**src/rtl/hazard_ctrl_pkg.sv**
```systemverilog
// Shared pipeline constants: EX forwarding selects and the memory-wait FSM states.
// Also imported by the pipeline datapath, so the encodings here are part of its contract.
package pipe_pkg;

    localparam logic [1:0] FWD_RF  = 2'b00;
    localparam logic [1:0] FWD_WB  = 2'b01;
    localparam logic [1:0] FWD_MEM = 2'b10;

    typedef enum logic {
        IDLE = 1'b0,
        WAIT = 1'b1
    } mem_state_t;

    // The younger result (EX/MEM) wins over the older one (MEM/WB).
    function automatic logic [1:0] fwd_sel(input logic mem_hit, input logic wb_hit);
        logic [1:0] sel;
        sel = FWD_RF;
        if (mem_hit) begin
            sel = FWD_MEM;
        end else if (wb_hit) begin
            sel = FWD_WB;
        end
        return sel;
    endfunction

endpackage

```
**src/rtl/hazard_ctrl_if.sv**
```systemverilog
// Bundle of stage-register fields seen by the hazard controller and the
// hold/flush/forward controls it returns to the pipeline.
interface hazard_ctrl_if #(
    parameter int REG_AW = 5,
    parameter int CNT_W  = 16
);
    logic [REG_AW-1:0] id_rs;
    logic [REG_AW-1:0] id_rt;
    logic              id_use_rt;
    logic              id_branch;
    logic              id_taken;
    logic              id_jump;
    logic [REG_AW-1:0] ex_rs;
    logic [REG_AW-1:0] ex_rt;
    logic [REG_AW-1:0] ex_rd;
    logic              ex_memread;
    logic              ex_regwrite;
    logic [REG_AW-1:0] mem_rd;
    logic              mem_memread;
    logic              mem_memwrite;
    logic              mem_regwrite;
    logic [REG_AW-1:0] wb_rd;
    logic              wb_regwrite;

    logic              pc_hold;
    logic              if_id_hold;
    logic              id_ex_hold;
    logic              ex_mem_hold;
    logic              if_id_flush;
    logic              id_ex_bubble;
    logic              mem_wb_bubble;
    logic [1:0]        fwd_a;
    logic [1:0]        fwd_b;
    logic              fwd_id_a;
    logic              fwd_id_b;
    logic              mem_busy;
    logic [CNT_W-1:0]  stall_cycles;

    modport master (
        output id_rs, id_rt, id_use_rt, id_branch, id_taken, id_jump,
        output ex_rs, ex_rt, ex_rd, ex_memread, ex_regwrite,
        output mem_rd, mem_memread, mem_memwrite, mem_regwrite,
        output wb_rd, wb_regwrite,
        input  pc_hold, if_id_hold, id_ex_hold, ex_mem_hold,
        input  if_id_flush, id_ex_bubble, mem_wb_bubble,
        input  fwd_a, fwd_b, fwd_id_a, fwd_id_b, mem_busy, stall_cycles
    );

    modport slave (
        input  id_rs, id_rt, id_use_rt, id_branch, id_taken, id_jump,
        input  ex_rs, ex_rt, ex_rd, ex_memread, ex_regwrite,
        input  mem_rd, mem_memread, mem_memwrite, mem_regwrite,
        input  wb_rd, wb_regwrite,
        output pc_hold, if_id_hold, id_ex_hold, ex_mem_hold,
        output if_id_flush, id_ex_bubble, mem_wb_bubble,
        output fwd_a, fwd_b, fwd_id_a, fwd_id_b, mem_busy, stall_cycles
    );

endinterface

```
**src/rtl/hazard_ctrl_mem_wait_fsm.sv**
```systemverilog
// Multi-cycle data-memory wait tracker: freezes the pipeline for MEM_LAT-1 cycles
// per access and remembers a completed access so it does not re-trigger.
module mem_wait_fsm
    import pipe_pkg::*;
#(
    parameter int MEM_LAT = 1
) (
    input  logic clk,
    input  logic reset,
    input  logic access,
    output logic freeze,
    output logic busy
);

    localparam int CW = 4;
    localparam bit MULTI_CYCLE = (MEM_LAT > 1);
    localparam bit NEEDS_WAIT  = (MEM_LAT > 2);
    // The detect cycle is the first freeze cycle, so WAIT covers the remaining MEM_LAT-2.
    localparam logic [CW-1:0] WAIT_LOAD = NEEDS_WAIT ? CW'(MEM_LAT - 2) : '0;

    mem_state_t    state, state_next;
    logic [CW-1:0] cnt, cnt_next;
    logic          done, done_next;

    always_ff @(posedge clk or negedge reset) begin
        if (!reset) begin
            state <= IDLE;
            cnt   <= '0;
            done  <= 1'b0;
        end else begin
            state <= state_next;
            cnt   <= cnt_next;
            done  <= done_next;
        end
    end

    always_comb begin
        state_next = state;
        cnt_next   = cnt;
        done_next  = done;
        freeze     = 1'b0;
        case (state)
            IDLE: begin
                if (MULTI_CYCLE && access && !done) begin
                    freeze = 1'b1;
                    if (NEEDS_WAIT) begin
                        state_next = WAIT;
                        cnt_next   = WAIT_LOAD;
                    end else begin
                        done_next = 1'b1;
                    end
                end else if (done) begin
                    // EX/MEM advances this cycle, so the finished access leaves MEM.
                    done_next = 1'b0;
                end
            end
            WAIT: begin
                freeze = 1'b1;
                if (cnt == CW'(1)) begin
                    state_next = IDLE;
                    cnt_next   = '0;
                    done_next  = 1'b1;
                end else begin
                    cnt_next = cnt - CW'(1);
                end
            end
            default: begin
                state_next = IDLE;
            end
        endcase
    end

    assign busy = (state == WAIT);

endmodule

```
**src/rtl/hazard_ctrl.sv**
```systemverilog
// Pipeline hazard controller: forwarding selects, load-use and branch-operand
// stalls, control-transfer flush, memory wait freeze and a saturating stall counter.
module hazard_ctrl
    import pipe_pkg::*;
#(
    parameter int REG_AW  = 5,
    parameter int MEM_LAT = 1,
    parameter int CNT_W   = 16
) (
    input  logic         clk,
    input  logic         reset,
    hazard_ctrl_if.slave hz
);

    localparam logic [REG_AW-1:0] R0 = '0;

    logic             mem_access;
    logic             freeze;
    logic             busy;
    logic             ex_a_mem, ex_a_wb, ex_b_mem, ex_b_wb;
    logic             id_a_mem, id_b_mem;
    logic             load_use;
    logic             br_ex_hit, br_mem_hit, branch_stall;
    logic             stall;
    logic             redirect;
    logic             hold_front;
    logic [CNT_W-1:0] stall_cnt;

    assign mem_access = hz.mem_memread || hz.mem_memwrite;

    mem_wait_fsm #(
        .MEM_LAT(MEM_LAT)
    ) u_mem_wait (
        .clk   (clk),
        .reset (reset),
        .access(mem_access),
        .freeze(freeze),
        .busy  (busy)
    );

    assign ex_a_mem = hz.mem_regwrite && (hz.mem_rd != R0) && (hz.mem_rd == hz.ex_rs);
    assign ex_b_mem = hz.mem_regwrite && (hz.mem_rd != R0) && (hz.mem_rd == hz.ex_rt);
    assign ex_a_wb  = hz.wb_regwrite  && (hz.wb_rd  != R0) && (hz.wb_rd  == hz.ex_rs);
    assign ex_b_wb  = hz.wb_regwrite  && (hz.wb_rd  != R0) && (hz.wb_rd  == hz.ex_rt);

    // A load in MEM has no data yet, so the ID comparator may only take ALU results.
    assign id_a_mem = hz.mem_regwrite && !hz.mem_memread && (hz.mem_rd != R0)
                      && (hz.mem_rd == hz.id_rs);
    assign id_b_mem = hz.mem_regwrite && !hz.mem_memread && (hz.mem_rd != R0)
                      && (hz.mem_rd == hz.id_rt);

    assign load_use = hz.ex_memread && (hz.ex_rd != R0)
                      && ((hz.ex_rd == hz.id_rs) || (hz.id_use_rt && (hz.ex_rd == hz.id_rt)));

    assign br_ex_hit  = hz.ex_regwrite && (hz.ex_rd != R0)
                        && ((hz.ex_rd == hz.id_rs) || (hz.ex_rd == hz.id_rt));
    assign br_mem_hit = hz.mem_memread && (hz.mem_rd != R0)
                        && ((hz.mem_rd == hz.id_rs) || (hz.mem_rd == hz.id_rt));
    assign branch_stall = hz.id_branch && (br_ex_hit || br_mem_hit);

    assign stall      = load_use || branch_stall;
    assign redirect   = (hz.id_branch && hz.id_taken) || hz.id_jump;
    assign hold_front = reset && (freeze || stall);

    // Freeze outranks stall, which outranks flush; everything reads 0 while in reset.
    always_comb begin
        hz.pc_hold       = 1'b0;
        hz.if_id_hold    = 1'b0;
        hz.id_ex_hold    = 1'b0;
        hz.ex_mem_hold   = 1'b0;
        hz.if_id_flush   = 1'b0;
        hz.id_ex_bubble  = 1'b0;
        hz.mem_wb_bubble = 1'b0;
        hz.fwd_a         = FWD_RF;
        hz.fwd_b         = FWD_RF;
        hz.fwd_id_a      = 1'b0;
        hz.fwd_id_b      = 1'b0;
        hz.mem_busy      = 1'b0;
        if (reset) begin
            hz.pc_hold       = freeze || stall;
            hz.if_id_hold    = freeze || stall;
            hz.id_ex_hold    = freeze;
            hz.ex_mem_hold   = freeze;
            hz.mem_wb_bubble = freeze;
            hz.id_ex_bubble  = stall && !freeze;
            hz.if_id_flush   = redirect && !stall && !freeze;
            hz.fwd_a         = fwd_sel(ex_a_mem, ex_a_wb);
            hz.fwd_b         = fwd_sel(ex_b_mem, ex_b_wb);
            hz.fwd_id_a      = id_a_mem;
            hz.fwd_id_b      = id_b_mem;
            hz.mem_busy      = busy;
        end
    end

    always_ff @(posedge clk or negedge reset) begin
        if (!reset) begin
            stall_cnt <= '0;
        end else if (hold_front && (stall_cnt != '1)) begin
            stall_cnt <= stall_cnt + CNT_W'(1);
        end
    end

    assign hz.stall_cycles = stall_cnt;

endmodule

```
**src/flat_wrapper.sv**
```systemverilog
// flat-port wrapper written by rule: the top's interface ports become plain ports
module hazard_ctrl_flat import pipe_pkg::*;
#(
    parameter int REG_AW  = 5,
    parameter int MEM_LAT = 1,
    parameter int CNT_W   = 16
)
  (clk, reset, hz_id_rs, hz_id_rt, hz_id_use_rt, hz_id_branch, hz_id_taken, hz_id_jump, hz_ex_rs, hz_ex_rt, hz_ex_rd, hz_ex_memread, hz_ex_regwrite, hz_mem_rd, hz_mem_memread, hz_mem_memwrite, hz_mem_regwrite, hz_wb_rd, hz_wb_regwrite, hz_pc_hold, hz_if_id_hold, hz_id_ex_hold, hz_ex_mem_hold, hz_if_id_flush, hz_id_ex_bubble, hz_mem_wb_bubble, hz_fwd_a, hz_fwd_b, hz_fwd_id_a, hz_fwd_id_b, hz_mem_busy, hz_stall_cycles);
  hazard_ctrl_if #(.REG_AW(REG_AW), .CNT_W(CNT_W)) hz_i ();
  input  logic clk;
  input  logic reset;
  input wire logic [$bits(hz_i.id_rs)-1:0] hz_id_rs;
  input wire logic [$bits(hz_i.id_rt)-1:0] hz_id_rt;
  input wire logic [$bits(hz_i.id_use_rt)-1:0] hz_id_use_rt;
  input wire logic [$bits(hz_i.id_branch)-1:0] hz_id_branch;
  input wire logic [$bits(hz_i.id_taken)-1:0] hz_id_taken;
  input wire logic [$bits(hz_i.id_jump)-1:0] hz_id_jump;
  input wire logic [$bits(hz_i.ex_rs)-1:0] hz_ex_rs;
  input wire logic [$bits(hz_i.ex_rt)-1:0] hz_ex_rt;
  input wire logic [$bits(hz_i.ex_rd)-1:0] hz_ex_rd;
  input wire logic [$bits(hz_i.ex_memread)-1:0] hz_ex_memread;
  input wire logic [$bits(hz_i.ex_regwrite)-1:0] hz_ex_regwrite;
  input wire logic [$bits(hz_i.mem_rd)-1:0] hz_mem_rd;
  input wire logic [$bits(hz_i.mem_memread)-1:0] hz_mem_memread;
  input wire logic [$bits(hz_i.mem_memwrite)-1:0] hz_mem_memwrite;
  input wire logic [$bits(hz_i.mem_regwrite)-1:0] hz_mem_regwrite;
  input wire logic [$bits(hz_i.wb_rd)-1:0] hz_wb_rd;
  input wire logic [$bits(hz_i.wb_regwrite)-1:0] hz_wb_regwrite;
  output wire logic [$bits(hz_i.pc_hold)-1:0] hz_pc_hold;
  output wire logic [$bits(hz_i.if_id_hold)-1:0] hz_if_id_hold;
  output wire logic [$bits(hz_i.id_ex_hold)-1:0] hz_id_ex_hold;
  output wire logic [$bits(hz_i.ex_mem_hold)-1:0] hz_ex_mem_hold;
  output wire logic [$bits(hz_i.if_id_flush)-1:0] hz_if_id_flush;
  output wire logic [$bits(hz_i.id_ex_bubble)-1:0] hz_id_ex_bubble;
  output wire logic [$bits(hz_i.mem_wb_bubble)-1:0] hz_mem_wb_bubble;
  output wire logic [$bits(hz_i.fwd_a)-1:0] hz_fwd_a;
  output wire logic [$bits(hz_i.fwd_b)-1:0] hz_fwd_b;
  output wire logic [$bits(hz_i.fwd_id_a)-1:0] hz_fwd_id_a;
  output wire logic [$bits(hz_i.fwd_id_b)-1:0] hz_fwd_id_b;
  output wire logic [$bits(hz_i.mem_busy)-1:0] hz_mem_busy;
  output wire logic [$bits(hz_i.stall_cycles)-1:0] hz_stall_cycles;
  assign hz_i.id_rs = hz_id_rs;
  assign hz_i.id_rt = hz_id_rt;
  assign hz_i.id_use_rt = hz_id_use_rt;
  assign hz_i.id_branch = hz_id_branch;
  assign hz_i.id_taken = hz_id_taken;
  assign hz_i.id_jump = hz_id_jump;
  assign hz_i.ex_rs = hz_ex_rs;
  assign hz_i.ex_rt = hz_ex_rt;
  assign hz_i.ex_rd = hz_ex_rd;
  assign hz_i.ex_memread = hz_ex_memread;
  assign hz_i.ex_regwrite = hz_ex_regwrite;
  assign hz_i.mem_rd = hz_mem_rd;
  assign hz_i.mem_memread = hz_mem_memread;
  assign hz_i.mem_memwrite = hz_mem_memwrite;
  assign hz_i.mem_regwrite = hz_mem_regwrite;
  assign hz_i.wb_rd = hz_wb_rd;
  assign hz_i.wb_regwrite = hz_wb_regwrite;
  assign hz_pc_hold = hz_i.pc_hold;
  assign hz_if_id_hold = hz_i.if_id_hold;
  assign hz_id_ex_hold = hz_i.id_ex_hold;
  assign hz_ex_mem_hold = hz_i.ex_mem_hold;
  assign hz_if_id_flush = hz_i.if_id_flush;
  assign hz_id_ex_bubble = hz_i.id_ex_bubble;
  assign hz_mem_wb_bubble = hz_i.mem_wb_bubble;
  assign hz_fwd_a = hz_i.fwd_a;
  assign hz_fwd_b = hz_i.fwd_b;
  assign hz_fwd_id_a = hz_i.fwd_id_a;
  assign hz_fwd_id_b = hz_i.fwd_id_b;
  assign hz_mem_busy = hz_i.mem_busy;
  assign hz_stall_cycles = hz_i.stall_cycles;
  hazard_ctrl #(.REG_AW(REG_AW), .MEM_LAT(MEM_LAT), .CNT_W(CNT_W)) u_core (.clk(clk), .reset(reset), .hz(hz_i));
endmodule
```
**config.mk**
```make
export PLATFORM = sky130hd
export DESIGN_NAME = hazard_ctrl_flat
export DESIGN_NICKNAME = d
export VERILOG_FILES = /design/src/rtl/hazard_ctrl_pkg.sv /design/src/rtl/hazard_ctrl_if.sv /design/src/rtl/hazard_ctrl_mem_wait_fsm.sv /design/src/rtl/hazard_ctrl.sv /design/src/flat_wrapper.sv
export SDC_FILE = /design/constraint.sdc
export NUM_CORES = 1
export LEC_CHECK = 0
export CORE_ASPECT_RATIO = 1.1
export CORE_MARGIN = 1.5
export CORE_UTILIZATION = 45
export CTS_BUF_LIST = sky130_fd_sc_hd__clkbuf_16
export CTS_CLUSTER_SIZE = 16
export DETAILED_ROUTE_END_ITERATION = 8
export DONT_BUFFER_PORTS = 1
export PLACE_DENSITY = 0.67
export SKIP_LAST_GASP = 1
export SYNTH_ARGS = -nofsm -noshare
export SYNTH_HDL_FRONTEND = slang
export SYNTH_HIERARCHICAL = 1
export SYNTH_SLANG_ARGS = --single-unit
```
**constraint.sdc**
```tcl
create_clock -name clk -period 2.69 [get_ports clk]
set_clock_uncertainty 0.05 [all_clocks]
set_input_delay 0.269 -clock clk [delete_from_list [all_inputs] [get_ports clk]]
set_output_delay 0.269 -clock clk [all_outputs]
set_load 0.05 [all_outputs]
```
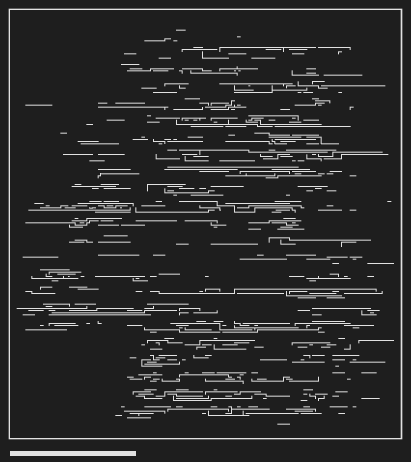
Run 1: the metal 1 layer
The bar under the picture is 20 microns long.
221 nets have wire on it. The layer carries 1,610 microns of wire. The layer holds 40% of the routed length.

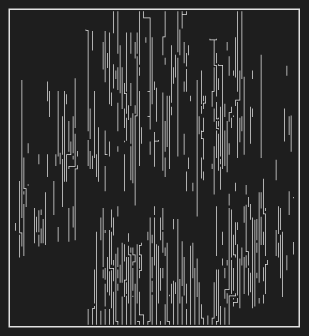
Run 1: met2 routing
The layer carries 2,050 microns of wire. The longest straight run is 29.6 microns.
Vias: 1,381
routing usage on met2: 0.345
WL final: 4.00 mm

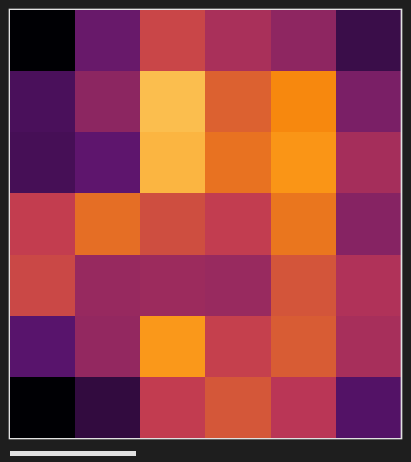
Run 1: cell density map
The bar under the picture is 20 microns long. The die is cut into 6 by 7 equal tiles; black is low, pale yellow is high, 0 to 100% covered.
4.8% of the tiles are nearly empty. The densest ninth of the die: top middle. The mean over all tiles is 46%. The fullest tile reaches 86%. 9.5% of the tiles are over 75% full.

==> run notes, run 1 <==
The run has ended; figures from its reports follow.

The share of total power dissipated in sequential elements is 0.390. Setup repair after global routing left no endpoint under its margin. Following the worst setup path forward leads to its endpoint at hz_pc_hold. Per the run summary, max-cap violations total 0. The worst hold path belongs to the class in -> reg. The number of standard cells in the layout, taps in and fillers out came out at between 200 and 250.

The worst voltage drop across the vdd grid is ~310 uV. The relative contribution of the clock network to total power is 0.337. The post-CTS clock slew at the launch and capture registers of the worst setup and hold paths is roughly 0.060 ns. The detailed-routing iteration count for the pre-antenna-repair pass came out at 4. CTS built an H-tree with a depth of 1. For reference, the most critical setup path is categorized as in -> out.

The met3 layer usage reported by global route is 0.0548. The total power draw came out at around 0.0009 W. Dividing the detail-routed wire length by the instance count gives about 16 microns. Summed over all nets, wire length on met3 after detailed routing comes to around 260 microns. The worst setup path is captured at a primary output. The layout summary lists the proportion of cells stronger than drive strength 1 as 0.227. For this run the aggregate overflow at the end of global routing stands at 0.

In the hold timing report, the worst path depth is 4. The global-route wire length before repair came out at ~6.2 mm. The post-synthesis area per instance came out at 9.39 sq um. The relative max-transition margin came out at 0.337.

The post-detailed-route count of antenna-violating nets is 0. The internal power of the cells totals roughly 0.00063 W. The switching power summed over all nets is a little under 0.0003 W. The worst register-to-register path has a depth of 8. The worst slack after detailed placement is approximately 0.52 ns.

The final number of max-transition violations is 0. The routed design uses roughly 2 mm of met2 wire. The number of antenna violations at the first check in global routing came out at 0. The met1 wire length is between 1.5 and 2 mm.

Leaving out fill and tap cells, the most frequent cell in the layout is xor2_1. The pin count of the biggest net entering global routing is 22. The gate count of the mapped netlist came out at between 150 and 200. The required time at the worst endpoint is listed as ~2.4 ns. Per the GRT log, the top usage layer is met2. The global routing usage summed across all routing layers is 0.198.

The final RePlAce weighted congestion came out at ~0.84. Per the cell usage report, the commonest logic cells after layout are xor2_1 (39), dfrtp_1 (21), buf_4 (20). The core utilization before placement came out at 0.473. The fraction of power spent switching nets is 0.316.

The critical path in the final layout is reported with a setup slack of between 0.5 and 0.6 ns. The worst register-to-register path begins at u_core/hz.stall_cycles[1]$_DFFE_PN0P_. The maximum net fanout on the critical path is 16. The cell sitting at the root of the clock tree is a clkbuf_16. The power consumed by the clock network came out at between 0.0003 and 0.0004 W. The final number of setup-violating endpoints came out at 0. The via count of the first global-routing pass came out at 1,414. The net count entering floorplan is around 230. The proportion of power drawn by combinational gates came out at 0.273. The power in combinational cells is 0.000251 W. The upper clock frequency limit came out at between 0.4 and 0.5 GHz.

The number of buffers created by CTS is 3. The cell area after synthesis came out at 0.00173 sq mm. The register-to-register setup slack is 0.59 ns. The data arrival time of the critical path came out at approximately 1.8 ns. The ratio of routed vias to standard cells came out at approximately 5.6. The final design area excluding fillers is roughly 0.002 sq mm. The violation count after the first detailed-routing iteration came out at approximately 77.

The final net count is approximately 250. On met1, the global router reports a usage of 0.232. After detailed placement, the total cell area comes to between 0.0015 and 0.002 sq mm. Counting endpoints that fail hold in the final report gives 0. The beginning of the worst hold path is reset. The antenna diode count came out at 0. The width of the die is roughly 62 microns. The flow reported a cell area power density of between 400 and 500 mW/mm^2.

Power attributed to sequential cells is approximately 0.00036 W. The DRC violation total left in the routed layout is recorded as 0. The final timing summary puts the cycle share of the worst path at 0.784. The wire-length estimate of the detail-placed layout is between 3 and 4 mm. After detailed routing, no signal wire sits above met4. The clock insertion delay at the later pin of the skew report is about 0.25 ns. In this run the worst setup path begins at hz_ex_rd[0]. In this run the tools logged warnings totalling 28. The worst register-to-register path ends at u_core/hz.stall_cycles[11]$_DFFE_PN0P_. The largest share of the power goes to sequential cells. Post-CTS repair ended up resizing 0 cells. As logged by OpenROAD, the buffers inserted on ports number 0. The site row count came out at 23.

The vertical die dimension is between 60 and 70 microns. The number of placed instances with taps included came out at about 240. The total negative slack came out at 0 ns. The clock passes through at most 2 buffers. TritonCTS built the clock tree. Compared with the post-synthesis result, the final layout area differs by 15.4%. In this run the full chip footprint comes out at around 0.0042 sq mm. The post-route core utilization came out at 0.546. The path with the worst hold slack has its endpoint at u_core/hz.stall_cycles[13]$_DFFE_PN0P_. The run finished with clean final reports.

The measured slew at the worst slew-check pin came out at 0.991 ns. Counting every sink on the clock net gives 21. The number of top-level pins is 77. The placeable core region is 0.00365 sq mm.

The time the final worst path needs with I/O delays and setup came out at 2.11 ns. The synthesis report lists the Yosys warning total as 6. The critical path launch point type is an input port.

The hold slack is 0.481 ns. The reported leakage power came out at a little under 0.9 nW.
## run 1: worst max-delay path, stage by stage
cell      delay [ns]
xor2_1          0.14
nor4_1          0.27
nand3_1         0.13
a221oi_2        0.31
o31ai_2         0.09
buf_4           0.22
inv_1           0.07
buf_4           0.28
## run 1: flip-flops by register name, summed over array words and instances (netlist names)
name	flops
u_core/u_mem_wait/cnt	4
u_core/hz.stall_cycles	16
u_core/u_mem_wait/busy	1
## run 1: layout make-up
cell class	instances	area, sq um
Inverter	4	15.0
Sequential cell	21	526
Clock inverter	1	3.75
Multi-Input combinational cell	148	1150
Clock buffer	3	75.1
Timing Repair Buffer	21	160
Tap cell	50	62.6
Fill cell	359	1660
## run 1: what timing repair did
item,CTS,global route
hold buffers,1,0
setup buffers,0,0
setup endpoints to repair,0,0
endpoints found under the hold margin,21,0
Run 1, routed metal per tile:
The bar under the picture is 20 microns long. The die is cut into 12 by 14 equal tiles; black is low, pale yellow is high, scaled to the fullest tile. Values are wire area over tile area, all layers added.
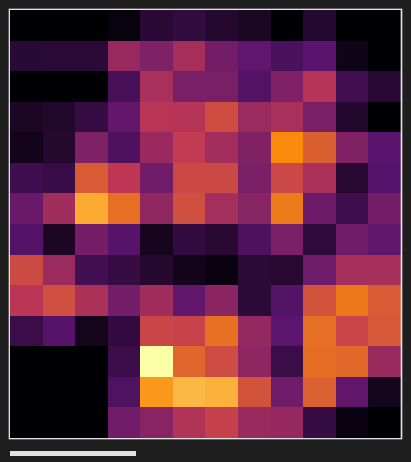

--- run 2 (diff from run 1) ---
Clock period 2.69 ns to 2.1 ns, I/O delays scaled along.
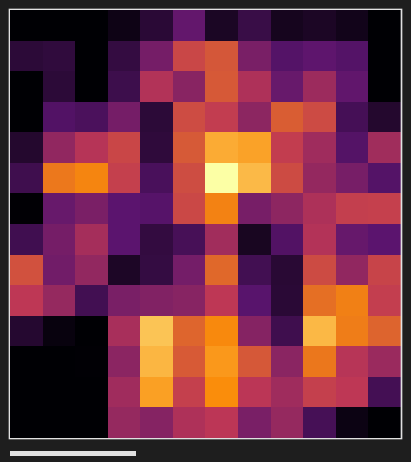
Run 2: routed metal per tile
The bar under the picture is 20 microns long. The die is cut into 12 by 14 equal tiles; black is low, pale yellow is high, scaled to the fullest tile. Values are wire area over tile area, all layers added.
The densest ninth of the die: bottom middle. 28% of the tiles are over half the peak. The mean over all tiles is 0.16.
Vias: 1,461
WL final: 4.34 mm

==> run 2 against run 1 <==
Net effect: combinational power up about 40%; wire length up 8.7%; total power up 30%; area after synthesis unchanged; synthesized cell count unchanged; core utilization up 5.2 points; sequential power up 27%; non-clock buffer count up 17; die area unchanged; critical path depth unchanged; flip-flop count unchanged; critical path type unchanged.
==> run notes, run 2 <==
The run has ended; figures from its reports follow.

The number of antenna violations at the first check in global routing is 0. The share of cells above drive strength 1 came out at 0.326. Post-route period utilization is reported as 0.947. The net count entering floorplan came out at around 230. Summed over all failing endpoints, the final setup total negative slack is 0 ns. The number of DRC violations after detailed routing came out at 0. Measured on the finished design, the core utilization comes to 0.597. The final number of max-transition violations is 0. The total number of warnings across the stage logs came out at 29.

The final design area excluding fillers came out at 0.00218 sq mm. The violation count after the first detailed-routing iteration came out at 70. After layout, the worst setup slack is approximately 0.11 ns. The critical path launch point type is an input port.

The final hold violation count is 0. The cell resize tally after clock tree synthesis came out at 1. The upper clock frequency limit is 0.503 GHz. The kind of end point of the critical path is a primary output. For the worst reg-to-reg path, the startpoint reported by OpenROAD is u_core/hz.stall_cycles[0]$_DFFE_PN0P_. Counting the fill cells in the layout gives 324.

The ratio of routed vias to standard cells came out at approximately 5.5. Detailed placement ended at an HPWL of roughly 3.4 mm. The beginning of the worst hold path is reset. The number of setup buffers added after CTS came out at 0. The met3 layer usage reported by global route is 0.0605. Per the detail_route log, the uppermost layer with routed signals is met4. The number of placed instances with taps included came out at 257. The worst register-to-register path ends at u_core/hz.stall_cycles[11]$_DFFE_PN0P_. The gate count of the mapped netlist is between 150 and 200. The placeable core region is between 0.003 and 0.004 sq mm. The total power draw came out at 0.00120 W.

The number of buffers created by CTS is 3. The chip footprint is between 0.004 and 0.005 sq mm. The global routing stage identified its most utilized layer as met2. By instance count after routing, the leading logic cell types are xor2_1 (39), buf_4 (35), xnor2_1 (15), dfrtp_1 (15), nand2_1 (12). The number of standard cells in the layout, taps in and fillers out is 265. The global-route wire length before repair came out at 6.62 mm. The maximum net fanout on the critical path is 4. The vertical die dimension is about 68 microns.

The final net count came out at 266. Input and output buffers added on the ports amount to 0. The post-CTS clock slew at the launch and capture registers of the worst setup and hold paths came out at around 0.050 ns. The required time at the worst-slack endpoint is 1.84 ns. The cell at the root of the clock tree is clkbuf_16. The relative max-transition margin is 0.371.

The reported leakage power is roughly 0.95 nW. The cell depth of the worst flop-to-flop path came out at 8. Per the post-synthesis stats, the area per cell is roughly 9.4 sq um. The worst voltage drop across the vdd grid is about 540 uV. The hold slack came out at about 0.32 ns. The tool flagged a number of max-cap violations equal to 0.

Per STA, the worst path is made up of xor2_1, nor4_1, nand3_1, a221oi_4, o31ai_4, buf_4, clkinvlp_4, buf_12. The flip-flop count of the largest register, all copies and words added is 16. At the worst endpoint, the arrival time is 1.73 ns. The worst hold path passes through 4 cells. The worst slack after detailed placement came out at -0.0528 ns. Per the cell usage report, the commonest logic cell in the layout is xor2_1. TritonCTS built the clock tree. The number of top-level pins came out at slightly below 80. The detailed-routing iteration count for the pre-antenna-repair pass came out at 4.

met1 track demand over resource after global routing is 0.209. The final number of setup-violating endpoints is 0. The run finished with clean final reports. The post-detailed-route wirelength per cell is 16.4 microns. For this run, the slowest stage of the critical path takes about 0.36 ns. The area growth from synthesis to layout came out at 26.4%. The instance area after placement is roughly 0.0020 sq mm.

The clock insertion delay at the later pin of the skew report is 0.25 ns. Looking at the max-slew report, the worst-margin pin has a slew of about 0.94 ns. The capturing element of the worst setup path is hz_pc_hold. The time the final worst path needs with I/O delays and setup is between 1.5 and 2 ns. The post-detailed-route count of antenna-violating nets came out at 0. Per STA, the startpoint of the critical path is hz_ex_rd[2]. The via count of the first global-routing pass is between 1,500 and 2,000. The standard cell with the maximum stage delay on the critical path is a221oi_4. For this design, the sink count on the clock tree is 21. The pin count of the biggest net entering global routing came out at 22. The antenna diode count is 0. Hold analysis lists the worst path endpoint as u_core/hz.stall_cycles[15]$_DFFE_PN0P_. The width of the die is between 60 and 70 microns. The H-tree level count came out at 1. The routed length on met3 came out at 240 microns. The final global-route overflow total came out at 0. Detailed routing placed a total of between 2 and 2.5 mm of wire on met2. The initial utilization of the core area, before any placement, comes to 0.473. The cell area after synthesis came out at 0.00173 sq mm. The number of warnings issued by yosys came out at 6.

Dividing total power by cell area gives a power density of 548 mW/mm^2. The site row count came out at 23. In this run the worst hold path is classified as in -> reg. The maximum buffer depth of the clock tree came out at 2.

The global routing usage summed across all routing layers is 0.209. The register-to-register setup slack is between 0.1 and 0.15 ns. The final RePlAce weighted congestion is just under 0.8. In the per-layer summary, the met1 wirelength comes to roughly 1.6 mm.

The post-cts hold buffer count came out at 1. The kind of critical path is in -> out.
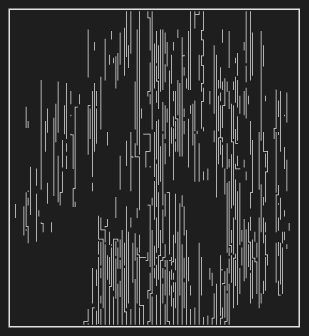
Run 2: met2 routing
The wires run mostly vertical. The layer carries 2,420 microns of wire. The layer holds 56% of the routed length. The longest straight run is 30.8 microns.
routing usage on met2: 0.397

## run 2: where the power goes
group	leakage, nW	total (W)	switching [W]	internal, W
logic	0.635	0.000352	0.000221	0.000132
clock network	0.0423	0.000389	0.000136	0.000253
registers	0.275	0.000456	0.0000170	0.000439
## run 2: area by class of cell
type / instances / area (sq um) / share of cell area
inverters: 4 / 18.8 / 0.00860
multi-input cells: 148 / 1180 / 0.539
well taps: 50 / 62.6 / 0.0287
clock inverters: 1 / 3.75 / 0.00172
clock buffers: 3 / 75.1 / 0.0344
flip-flops and latches: 21 / 533 / 0.244
repair buffers: 38 / 313 / 0.143
## run 2: critical path, delay by kind of cell
family	cells	cell delay, ns
AOI/OAI and AO/OA	2	0.50
and+or+nand+nor	2	0.45
buffers and inverters	3	0.42
xor gates and xnor gates	1	0.14
Run 2, the metal 1 layer:
The bar under the picture is 20 microns long.
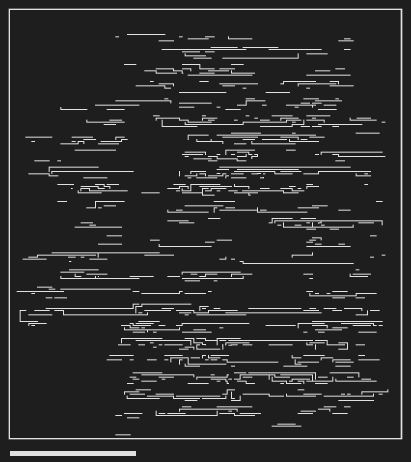

--- run 3 (diff from run 2) ---
Settings changed: CELL_PAD_IN_SITES_DETAIL_PLACEMENT from default to 0, CELL_PAD_IN_SITES_GLOBAL_PLACEMENT from default to 1, PLACE_DENSITY 0.67 to 0.85.
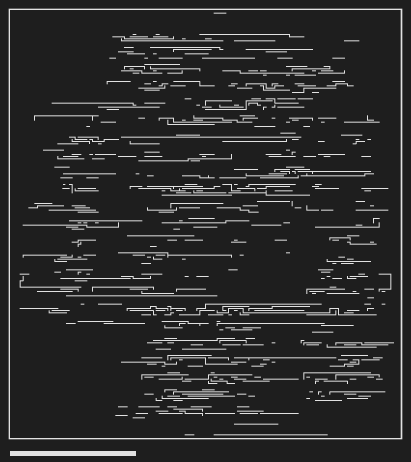
Run 3: the metal 1 layer
The bar under the picture is 20 microns long.
The wires run mostly horizontal. The layer holds 40% of the routed length.

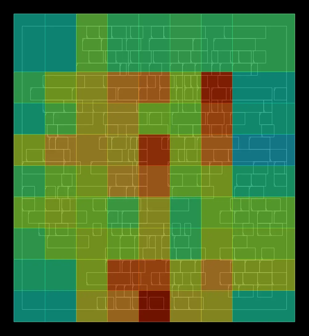
Run 3: routing congestion
met1 Track Usage GR: 0.218
peak-usage layer in the global routing report: met2
met3 GRT Util: 0.0529
Final Core Density: 0.594
WL per Instance: 16.0 microns

==> run 3 against run 2 <==
Net effect: flip-flop count unchanged; die area unchanged; register-to-register slack improved by 0.04 ns; area after synthesis unchanged; combinational power decreased by 1%; non-clock buffer count decreased by 3; final cell count decreased by 1.1%; synthesized cell count unchanged; global-route usage decreased by 1.2 points; critical endpoint is now hz_if_id_hold.
==> run notes, run 3 <==
The run has ended; figures from its reports follow.

The wire length recorded after detailed routing is ~4.2 mm. The number of antenna violations at the first check in global routing came out at 0. In the hold timing report, the worst path depth is 3. Gates resized during post-CTS repair numbered 2. The number of top-level pins is between 70 and 80. At the floorplan stage, the core utilization is reported as 0.473. The number of buffers created by CTS came out at 3. The placeable core region is ~0.0037 sq mm. The required time at the worst-slack endpoint is approximately 1.8 ns. The cell sequence reported for the critical path is xor2_1, nor4_1, nand3_1, a221oi_4, o31ai_4, buf_4, clkinvlp_4, buf_8. Hold-check failures listed in the final report amount to 0. The highest clock rate this design can be run at is just under 0.5 GHz. The critical path starts at hz_ex_rd[0]. The post-synthesis area per instance is between 9 and 10 sq um. The finished cells cover about 0.0022 sq mm. Per the skew report, the later register of the worst-skew pair sees a clock latency of 0.25 ns.

The clock passes through at most 2 buffers. Total power normalized to cell area comes to 554 mW/mm^2. Of all nets on the critical path, the largest fanout is 5. The antenna diode count came out at 0. The global routing usage summed across all routing layers came out at 0.197. The number of setup buffers added after CTS is 0. The number of logic stages on the critical path including buffering is 8. The library cells used most frequently in the layout, excluding fill and tap cells, are xor2_1 (39), buf_4 (31), xnor2_1 (15), dfrtp_1 (15), nand2_1 (12). The worst slack after detailed placement is -0.0779 ns. The measured slew at the worst slew-check pin is roughly 0.96 ns.

Looking at the hold checks, the worst path lands on u_core/hz.stall_cycles[0]$_DFFE_PN0P_. The via count of the first global-routing pass came out at ~1,500. Per the STA report, the cell with the highest stage delay on the worst path is a221oi_4. Per the timing report, the most critical flop-to-flop path finishes at u_core/hz.stall_cycles[1]$_DFFE_PN0P_. The vertical die dimension came out at between 60 and 70 microns. Summing all placed instances gives a cell area of between 0.002 and 0.0025 sq mm.

On the critical path the data arrives at about 1.8 ns. The total power draw is about 0.0012 W. The final net count came out at 263.

In this run the register-to-register setup slack is 0.18 ns. The detailed-routing iteration count for the pre-antenna-repair pass came out at 4. Synthesis produced a netlist with a net count of ~230. The final RePlAce weighted congestion is 0.858.

Setup repair after global routing left no endpoint under its margin. Looking at hold timing, the worst path starts from reset. The flip-flop count of the largest register, all copies and words added is 16. In this run the static leakage power is ~0.94 nW. In this run the remaining antenna-violating nets after routing total 0.

STA classifies the critical path startpoint as an input port. The routed via count came out at about 1,400. The final worst-path setup slack came out at 0.0571 ns. Pins over their slew limit in the final report were tallied at 0. The final worst-path cycle share is 0.973. The maximum single-stage delay on the critical path is 0.36 ns. The critical path contains buffers and inverters numbering 3 combined. In this run the maximum-capacitance check reported violations numbering 0. The post-CTS clock slew at the launch and capture registers of the worst setup and hold paths came out at about 0.060 ns. Counting the warning lines in the Yosys log gives 6.

From left edge to right edge, the die measures 62.1 microns. In this run the tool buffered the top-level ports with 0 buffer cells. The total number of warnings across the stage logs came out at 29. The final number of setup-violating endpoints came out at 0. The kind of end point of the critical path is a primary output.

The cell depth of the worst flop-to-flop path is 8. The flow ran to the end, and the final reports show no timing, DRC or antenna violations. The area growth from synthesis to layout is 25.6%. The post-cts hold buffer count is 1. The site row count is 23. The H-tree level count came out at 1.

The number of placed instances with taps included came out at roughly 250. The routed design could run at a clock period as short as approximately 2.0 ns. The cell area after synthesis is 0.00173 sq mm. Recorded from the global router log, the overflow total was 0. Entering global routing, the biggest net connects 22 pins.

Looking at the clock tree report, the root buffer type is clkbuf_16. The most frequent logic cell in the layout is xor2_1. The worst register-to-register path begins at u_core/hz.stall_cycles[1]$_DFFE_PN0P_.

The critical path ends at hz_if_id_hold. The ratio of routed vias to standard cells is 5.32. The number of DRC violations after detailed routing came out at 0. The sum of net half-perimeters after detailed placement came out at 3.33 mm. The gate count of the mapped netlist came out at roughly 180. The total negative slack is 0 ns. The critical path is of the in -> out type.

The first global-routing pass estimated between 6 and 7 mm of wire. Counting the fill cells in the layout gives 326. The number of standard cells in the layout, taps in and fillers out is around 260.

The hold slack is ~0.27 ns. The cell family contributing the most delay on the critical path is AND-OR/OR-AND gates. TritonCTS built the clock tree. Checking max transition, the worst relative margin is 0.355. The path class of the tightest hold or removal check is in -> reg. The total number of clock tree sinks is 21.
==> run 3: power breakdown <==
group          internal [W]  switching [W]
Sequential         0.000439      0.0000161
Combinational      0.000130       0.000219
Clock              0.000255       0.000143
==> run 3: cell type report <==
class	instances	area [sq um]	area share
clock inverter	1	5.00	0.00231
sequential	21	533	0.246
inverter	4	18.8	0.00865
timing repair buffer	35	298	0.137
clock buffer	3	75.1	0.0346
multi-input combinational	148	1180	0.543
tap	50	62.6	0.0288
==> run 3: layer usage <==
layer  global-route usage  vias up  part of all wire
met2                0.361       47              0.52
met5                    0        -                 0
li1                     -      684                 -
met4               0.0559        0            0.0024
met1                0.218      660              0.40
met3               0.0529        2             0.078
Power and IR drop assume default switching activity.
